Figure 1. Cell placement (run 1).
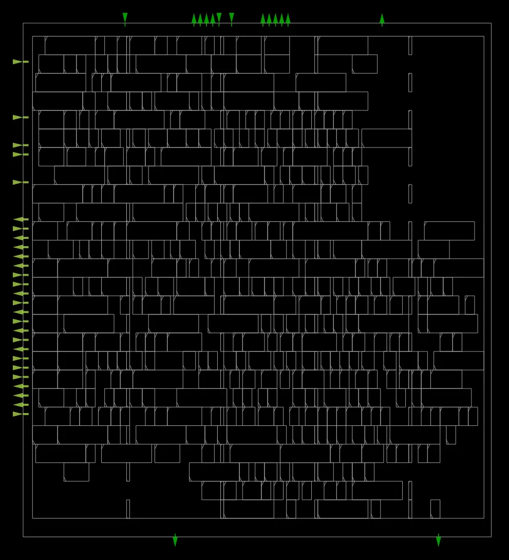
Figure 2. Cells by drive strength (run 1).
Scale bar: 20 microns.
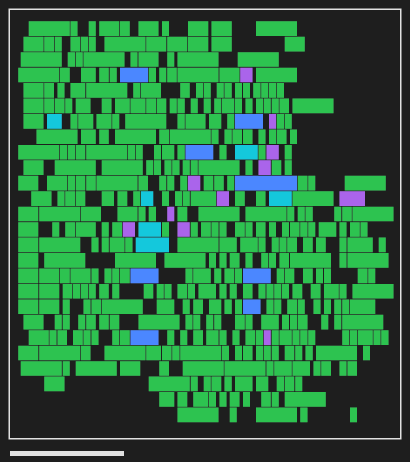
Figure 3. Clock distribution (run 1).
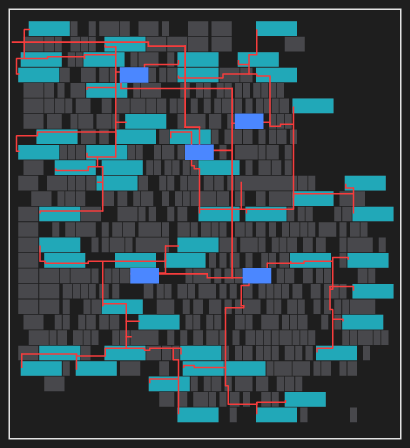
**config.mk**
```make
export PLATFORM = sky130hd
export DESIGN_NAME = ps2_cmd_seq
export DESIGN_NICKNAME = d
export VERILOG_FILES = /design/src/rtl/ps2_pkg.sv /design/src/rtl/ps2_ack_timer.sv /design/src/rtl/ps2_cmd_seq.sv
export SDC_FILE = /design/constraint.sdc
export NUM_CORES = 1
export LEC_CHECK = 0
export ABC_AREA = 1
export CORE_ASPECT_RATIO = 1.1
export CORE_UTILIZATION = 55
export DETAILED_ROUTE_END_ITERATION = 8
export PLACE_DENSITY = 0.88
export SLEW_MARGIN = 15
export SYNTH_ARGS = -nofsm -noshare
export SYNTH_HDL_FRONTEND = slang
export SYNTH_SLANG_ARGS = --single-unit
```
**constraint.sdc**
```tcl
create_clock -name clk -period 3.6 [get_ports clk]
set_clock_uncertainty 0.2 [all_clocks]
set_input_delay 0.54 -clock clk [delete_from_list [all_inputs] [get_ports clk]]
set_output_delay 0.54 -clock clk [all_outputs]
set_load 0.03 [all_outputs]
```
**src/rtl/ps2_pkg.sv**
```systemverilog
// Shared PS/2 command constants and the LED command sequencer state encoding.
// Pure definitions, no logic; no latency.
// No flow control of its own.
package ps2_pkg;

  localparam logic [7:0] PS2_CMD_SET_LED = 8'hED;
  localparam logic [7:0] PS2_ACK         = 8'hFA;
  localparam logic [7:0] PS2_RESEND      = 8'hFE;

  typedef enum logic [2:0] {
    ST_IDLE,
    ST_SEND_CMD,
    ST_WAIT_TX1,
    ST_WAIT_ACK1,
    ST_SEND_ARG,
    ST_WAIT_TX2,
    ST_WAIT_ACK2
  } seq_state_t;

  // True for the two keyboard replies the sequencer consumes.
  function automatic logic is_kbd_reply(input logic [7:0] b);
    return (b == PS2_ACK) || (b == PS2_RESEND);
  endfunction

endpackage

```
**src/rtl/ps2_ack_timer.sv**
```systemverilog
// Saturating reply-wait counter with clear, load and enable; flags expiry at LIMIT.
// Count updates one cycle after clr/load/en; expired is combinational from the count.
// No backpressure: the count holds at LIMIT and never wraps.
module ps2_ack_timer #(
  parameter int LIMIT = 1_000_000,
  parameter int W     = $clog2(LIMIT + 1)
) (
  input  logic         clk,
  input  logic         rst,
  input  logic         clr,
  input  logic         load,
  input  logic [W-1:0] load_val,
  input  logic         en,
  output logic         expired
);

  localparam logic [W-1:0] LIMIT_W = W'(LIMIT);

  logic [W-1:0] count;

  // Clear has priority over load; loads above LIMIT are clamped; counting stops at LIMIT.
  always_ff @(posedge clk) begin
    if (rst)
      count <= '0;
    else if (clr)
      count <= '0;
    else if (load)
      count <= (load_val > LIMIT_W) ? LIMIT_W : load_val;
    else if (en && (count != LIMIT_W))
      count <= count + 1'b1;
  end

  assign expired = (count == LIMIT_W);

endmodule

```
**src/rtl/ps2_cmd_seq.sv**
```systemverilog
// Sends Set-LEDs (0xED) plus argument to the keyboard, with retry on RESEND/timeout/tx_err.
// tx_start one cycle after SEND state sees tx_ready; rx pass-through has 1-cycle latency.
// Waits on tx_ready before every start; one led_req is queued while a sequence runs.
module ps2_cmd_seq
  import ps2_pkg::*;
#(
  parameter int ACK_TIMEOUT = 1_000_000,
  parameter int MAX_RETRY   = 3
) (
  input  logic       clk,
  input  logic       rst,
  input  logic       led_req,
  input  logic [2:0] led_val,
  input  logic       tx_ready,
  output logic       tx_start,
  output logic [7:0] tx_byte,
  input  logic       tx_done,
  input  logic       tx_err,
  input  logic       rx_valid,
  input  logic [7:0] rx_byte,
  output logic       rx_pass_valid,
  output logic [7:0] rx_pass_byte,
  output logic       busy,
  output logic       done,
  output logic       fail,
  output logic [2:0] led_state
);

  localparam int              RW        = (MAX_RETRY > 0) ? $clog2(MAX_RETRY + 1) : 1;
  localparam logic [RW-1:0]   RETRY_MAX = RW'(MAX_RETRY);
  localparam int              TW        = $clog2(ACK_TIMEOUT + 1);

  seq_state_t    state, state_nxt, retry_to;
  logic [2:0]    arg, arg_nxt;
  logic          pend, pend_nxt;
  logic [2:0]    pend_val, pend_val_nxt;
  logic [RW-1:0] retry_cnt, retry_nxt;
  logic          tx_start_nxt, done_nxt, fail_nxt;
  logic [7:0]    tx_byte_nxt;
  logic [2:0]    led_nxt;
  logic          tmr_clr, tmr_en, tmr_expired, retry_take;
  logic          in_ack_wait, consume;

  ps2_ack_timer #(.LIMIT(ACK_TIMEOUT), .W(TW)) u_timer (
    .clk      (clk),
    .rst      (rst),
    .clr      (tmr_clr),
    .load     (1'b0),
    .load_val ({TW{1'b0}}),
    .en       (tmr_en),
    .expired  (tmr_expired)
  );

  // State and all sequencer registers; reset drops any queued request.
  always_ff @(posedge clk) begin
    if (rst) begin
      state     <= ST_IDLE;
      arg       <= 3'b000;
      pend      <= 1'b0;
      pend_val  <= 3'b000;
      retry_cnt <= '0;
      tx_start  <= 1'b0;
      tx_byte   <= 8'h00;
      done      <= 1'b0;
      fail      <= 1'b0;
      led_state <= 3'b000;
    end else begin
      state     <= state_nxt;
      arg       <= arg_nxt;
      pend      <= pend_nxt;
      pend_val  <= pend_val_nxt;
      retry_cnt <= retry_nxt;
      tx_start  <= tx_start_nxt;
      tx_byte   <= tx_byte_nxt;
      done      <= done_nxt;
      fail      <= fail_nxt;
      led_state <= led_nxt;
    end
  end

  // Next-state logic; every retry source funnels through one retry/fail decision at the end.
  always_comb begin
    state_nxt    = state;
    arg_nxt      = arg;
    pend_nxt     = pend;
    pend_val_nxt = pend_val;
    retry_nxt    = retry_cnt;
    tx_start_nxt = 1'b0;
    tx_byte_nxt  = tx_byte;
    done_nxt     = 1'b0;
    fail_nxt     = 1'b0;
    led_nxt      = led_state;
    tmr_clr      = 1'b0;
    tmr_en       = 1'b0;
    retry_take   = 1'b0;
    retry_to     = state;

    // Requests outside IDLE (including the done/fail cycle) overwrite the single queue slot.
    if (led_req && (state != ST_IDLE)) begin
      pend_nxt     = 1'b1;
      pend_val_nxt = led_val;
    end

    case (state)
      ST_IDLE: begin
        if (led_req || pend) begin
          arg_nxt   = led_req ? led_val : pend_val;
          pend_nxt  = 1'b0;
          retry_nxt = '0;
          state_nxt = ST_SEND_CMD;
        end
      end
      ST_SEND_CMD: begin
        if (tx_ready) begin
          tx_start_nxt = 1'b1;
          tx_byte_nxt  = PS2_CMD_SET_LED;
          state_nxt    = ST_WAIT_TX1;
        end
      end
      ST_SEND_ARG: begin
        if (tx_ready) begin
          tx_start_nxt = 1'b1;
          tx_byte_nxt  = {5'b00000, arg};
          state_nxt    = ST_WAIT_TX2;
        end
      end
      ST_WAIT_TX1, ST_WAIT_TX2: begin
        if (tx_err) begin
          retry_take = 1'b1;
          retry_to   = (state == ST_WAIT_TX1) ? ST_SEND_CMD : ST_SEND_ARG;
        end else if (tx_done) begin
          tmr_clr   = 1'b1;
          state_nxt = (state == ST_WAIT_TX1) ? ST_WAIT_ACK1 : ST_WAIT_ACK2;
        end
      end
      ST_WAIT_ACK1, ST_WAIT_ACK2: begin
        tmr_en   = 1'b1;
        retry_to = (state == ST_WAIT_ACK1) ? ST_SEND_CMD : ST_SEND_ARG;
        // Any received byte masks a coincident timeout for this cycle.
        if (rx_valid) begin
          if (rx_byte == PS2_ACK) begin
            retry_nxt = '0;
            if (state == ST_WAIT_ACK1) begin
              state_nxt = ST_SEND_ARG;
            end else begin
              led_nxt   = arg;
              done_nxt  = 1'b1;
              state_nxt = ST_IDLE;
            end
          end else if (rx_byte == PS2_RESEND) begin
            retry_take = 1'b1;
          end
        end else if (tmr_expired) begin
          retry_take = 1'b1;
        end
      end
      default: state_nxt = ST_IDLE;
    endcase

    if (retry_take) begin
      if (retry_cnt == RETRY_MAX) begin
        fail_nxt  = 1'b1;
        retry_nxt = '0;
        state_nxt = ST_IDLE;
      end else begin
        retry_nxt = retry_cnt + 1'b1;
        state_nxt = retry_to;
      end
    end
  end

  assign busy        = (state != ST_IDLE);
  assign in_ack_wait = (state == ST_WAIT_ACK1) || (state == ST_WAIT_ACK2);
  assign consume     = in_ack_wait && is_kbd_reply(rx_byte);

  // Forward everything except ACK/RESEND that answer our own command.
  always_ff @(posedge clk) begin
    if (rst) begin
      rx_pass_valid <= 1'b0;
      rx_pass_byte  <= 8'h00;
    end else begin
      rx_pass_valid <= rx_valid && !consume;
      if (rx_valid && !consume)
        rx_pass_byte <= rx_byte;
    end
  end

endmodule

```
==> job_summary.md, run 1 <==
### Flow metrics

| Metric | Value |
|---|---|
| Top power group | `registers` |
| First DRT Iteration DRCs | `205` |
| Comb gates | `287` |
| Ratio of cells with drive above 1 in the final layout | `0.0577` |
| Fp_density | `0.575` |
| Yosys top cell by instances | `nand2_1` |
| Tot GR Track Use | `0.246` |
| Hold endpoint | `pend_val[2]$_SDFFE_PP0P_` |
| Biggest register | `u_timer.count` |
| Post-synth top cells | `98 x nand2_1, 57 x nor2_1, 51 x dfxtp_1` |
| CP Buf/Inv Count | `2` |
| Main area contributors | `dfxtp_1 38%, nand2_1 14%, nor2_1 7.9%` |
| Root Buffer | `clkbuf_8` |
| Leak | `1.23 nW` |
| Status | `finished, final reports clean` |
| Origin of the worst min-delay path | `pend_val[2]$_SDFFE_PP0P_` |
| Final Slew Violations | `0` |
| Power density over the cells | `~530 mW/mm^2` |
| Detailed-route DRC error count | `0` |
| Antenna violations before repair | `0` |
| OpenROAD warnings | `27` |
| Setup ws final | `1.09 ns` |
| VDD IR max | `0.000451 V` |
| Power share of the combinational group | `0.340` |
| Post-Syn Instances | `~400` |
| Share of power burned in registers | `0.403` |
| TNS Setup | `0 ns` |
| Signal inverters | `between 40 and 50` |
| Top sig layer | `met4` |
| Yosys top cell by area | `dfxtp_1` |
| Crit Path Class | `reg -> out` |
| Crit path time final | `2.51 ns` |
| Combinational fraction of the cell area | `0.437` |
| Worst EP arrival | `between 1.5 and 2 ns` |
| CP Cell Sequence | `inv_1 -> nand2_1 -> clkdlybuf4s50_1` |
| Sw Pwr | `622 uW` |
| Max reg flops | `20` |
| Wire length on met1 | `2.71 mm` |
| Final-layout clock buffer total | `6` |
| Seq pwr | `675 uW` |
| Mapped Area | `0.00269 sq mm` |
| Combinational power | `between 500 and 600 uW` |
## Picture notes: Figure 1
flop share of the area: 0.320
Post-Layout Cell Count: 489

## Picture notes: Figure 2
x6 and larger: drawn in blue, cells 8, share 1.8%. x2: drawn in purple, cells 11, share 2.5%. x1 and smaller: drawn in green, cells 408, share 94%. x3 and x4: drawn in cyan, cells 6, share 1.4%.

## Picture notes: Figure 3
clock-net drivers: drawn in blue, count 5. flip-flops: drawn in cyan, count 51. clock wires: drawn in red, length 600 microns.
There are 6 routed clock nets.
Skew-Pair Late Insertion Delay: 0.31 ns
clock share of power: 0.257
clk pwr: 430 uW

==> inputs of run 2 (changes only) <==
--- a/config.mk
+++ b/config.mk
@@ -7,9 +7,9 @@
 export LEC_CHECK = 0
 export ABC_AREA = 1
 export CORE_ASPECT_RATIO = 1.1
-export CORE_UTILIZATION = 55
+export CORE_UTILIZATION = 54
 export DETAILED_ROUTE_END_ITERATION = 8
-export PLACE_DENSITY = 0.88
+export PLACE_DENSITY = 0.87
 export SLEW_MARGIN = 15
 export SYNTH_ARGS = -nofsm -noshare
 export SYNTH_HDL_FRONTEND = slang
==> constraint.sdc (replaced) <==
create_clock -name clk -period 2.35 [get_ports clk]
set_clock_uncertainty 0.2 [all_clocks]
set_input_delay 0.3525 -clock clk [delete_from_list [all_inputs] [get_ports clk]]
set_output_delay 0.3525 -clock clk [all_outputs]
set_load 0.03 [all_outputs]
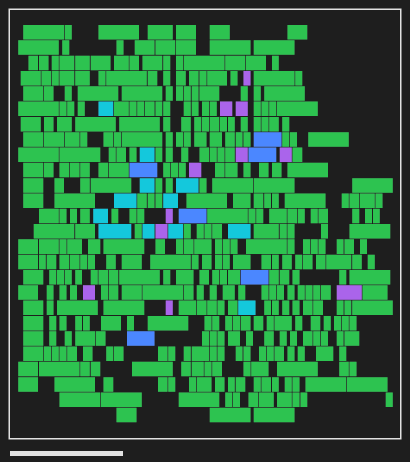
Figure 4: run 2, cells by drive strength.
Scale bar: 20 microns.
x1 and smaller: drawn in green, cells 409, share 93%. x3 and x4: drawn in cyan, cells 12, share 2.7%. x2: drawn in purple, cells 11, share 2.5%. x6 and larger: drawn in blue, cells 6, share 1.4%.
Area growth syn-to-layout: 19.0%
setup ws final: 0.341 ns
Non-clock buffers: 46
final non-filler cell area: 0.00320 sq mm

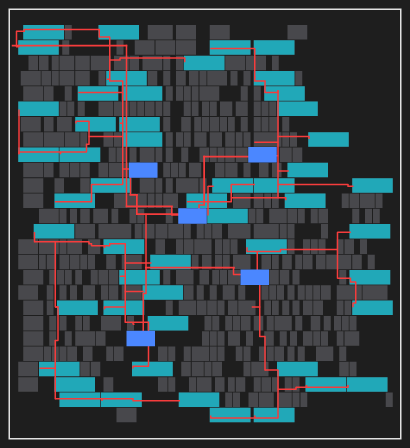
Figure 5: run 2, clock distribution.
clock wires: drawn in red, length 583 microns. flip-flops: drawn in cyan, count 51. clock-net drivers: drawn in blue, count 5.
Position of the flops: spread over the die. There are 6 routed clock nets.
Skew-Pair Late Insertion Delay: 0.30 ns
clk pwr: 528 uW
clock share of power: 0.217

==> run 2 against run 1 <==
Effect of this change: flip-flop count did not move; global-route usage fell by 0.85 points; sequential share of layout area fell by 0.14 points; highest routed layer unchanged; wire length fell by 0.38%; power rose by 46%; design area rose by 0.43%; clock power rose by 23%; setup slack got worse by 0.75 ns; via count rose by 0.35%; synthesized cell count did not move; combinational power rose by 54%.
==> job_summary.md, run 2 <==
### Flow metrics

| Metric | Value |
|---|---|
| Status | `finished, final reports clean` |
| GRT busiest layer | `met2` |
| Sw Pwr | `924 uW` |
| Share of power burned in registers | `0.422` |
| Comb gates | `between 200 and 300` |
| Max reg flops | `20` |
| Yosys top cell by instances | `nand2_1` |
| Origin of the worst min-delay path | `pend_val[2]$_SDFFE_PP0P_` |
| Leak | `1.25 nW` |
| GP Congestion | `0.934` |
| Synth Warn # | `0` |
| Fp_density | `0.571` |
| Overflow after GRT | `0` |
| Antenna violations before repair | `0` |
| Wire length on met1 | `2.72 mm` |
| Final Slew Violations | `0` |
| TNS Setup | `0 ns` |
| Top class by area | `multi-input combinational cells` |
| Number of global-route vias before repair | `2,392` |
| Main area contributors | `dfxtp_1 38%, nand2_1 14%, nor2_1 7.9%` |
| Biggest registers after layout | `u_timer.count: 20 flops, rx_pass_byte: 8 flops, tx_byte: 4 flops` |
| Final total power | `2.44 mW` |
| Top power group | `registers` |
| Post-Layout Cell Count | `494` |
| Ratio of cells with drive above 1 in the final layout | `0.0662` |
| Final ANT Viol Nets | `0` |
| Yosys top cell by area | `dfxtp_1` |
| Signal inverters | `46` |
| Cell count after placement | `486` |
| Hold endpoint | `pend_val[2]$_SDFFE_PP0P_` |
| Largest stage delay on the critical path | `0.43 ns` |
| Post-CTS Setup Bufs | `0` |
| Worst EP arrival | `2.01 ns` |
| Largest net degree at the start of global routing | `21` |
| Crit path to | `u_timer.count[8]$_SDFFE_PP0P_` |
| Combinational fraction of the cell area | `0.435` |
| Seq pwr | `roughly 1.0 mW` |
| P_int | `~1.5 mW` |
| DR WL met2 | `2.85 mm` |
| Critical path endpoint category | `register` |
| VDD IR max | `roughly 0.00046 V` |
| Xor/xnor share | `0.0325` |
| CP Buf/Inv Count | `2` |
| Post-synth EDFFs | `0` |
| R2R Setup Slk | `between 0.3 and 0.4 ns` |
| NumNets Final | `458` |
| Combinational power | `just under 900 uW` |
| Mean area per synthesized cell | `6.76 sq um` |
| Biggest register | `u_timer.count` |
| Flop share of the area | `0.319` |
| # Cells Yosys | `398` |
| Top sig layer | `met4` |
| Grt met3 use | `0.0595` |
| RSZ-0062 raised after global routing | `false` |
| Crit path time final | `around 2 ns` |
| Syn nets | `419` |
| CP Cell Sequence | `ha_1 -> nand2_1 -> nor2_1 -> inv_1 -> nor2_1 -> inv_1 -> nor2_1 -> nand2_1 -> o21bai_1 -> a21oi_1` |
| Final Setup Violations | `0` |
| Power density over the cells | `761 mW/mm^2` |
| Post-Syn Instances | `398` |
| Final clock period utilization by the worst path | `0.855` |
| Final-layout clock buffer total | `7` |
| Root Buffer | `clkbuf_8` |
| Worst-path maximum fanout | `6` |
| Crit Path Class | `reg -> reg` |
| TritonCTS clock tree | `built` |
| Detailed-route DRC error count | `0` |
| WL final | `6.02 mm` |
| Mapped Area | `approximately 0.0027 sq mm` |
| Tot GR Track Use | `0.238` |
| Maxcap violations | `0` |
| Power share of the combinational group | `0.361` |
| Post-synth top cells | `98 x nand2_1, 57 x nor2_1, 51 x dfxtp_1` |
| Rel. slew slack | `0.631` |
| First DRT Iteration DRCs | `192` |
| NonClk Buf Share | `0.140` |
| OpenROAD warnings | `28` |
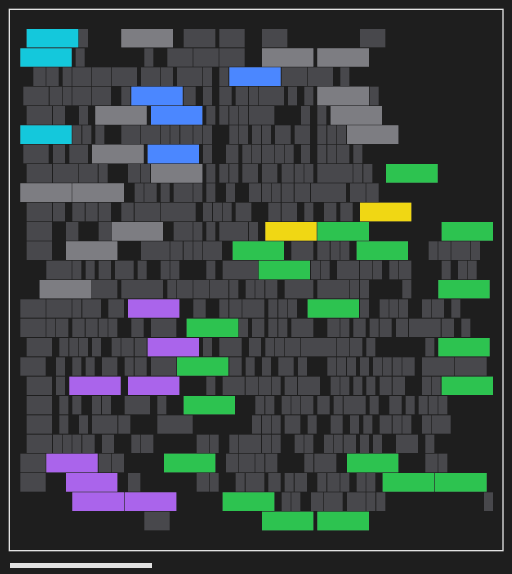
Figure 6: run 2, sequential cells colored by netlist name.
Scale bar: 20 microns.
tx_byte: drawn in blue, flops 4. retry_cnt: drawn in yellow, flops 2. pend_val: drawn in cyan, flops 3. u_timer.count: drawn in green, flops 20. rx_pass_byte: drawn in purple, flops 8, where lower left.
Another 14 sequential cells are not colored.
sequential cell area: 0.00102 sq mm
Final Util: 0.679

No activity file was given, so power comes from the tool's default toggle rates.
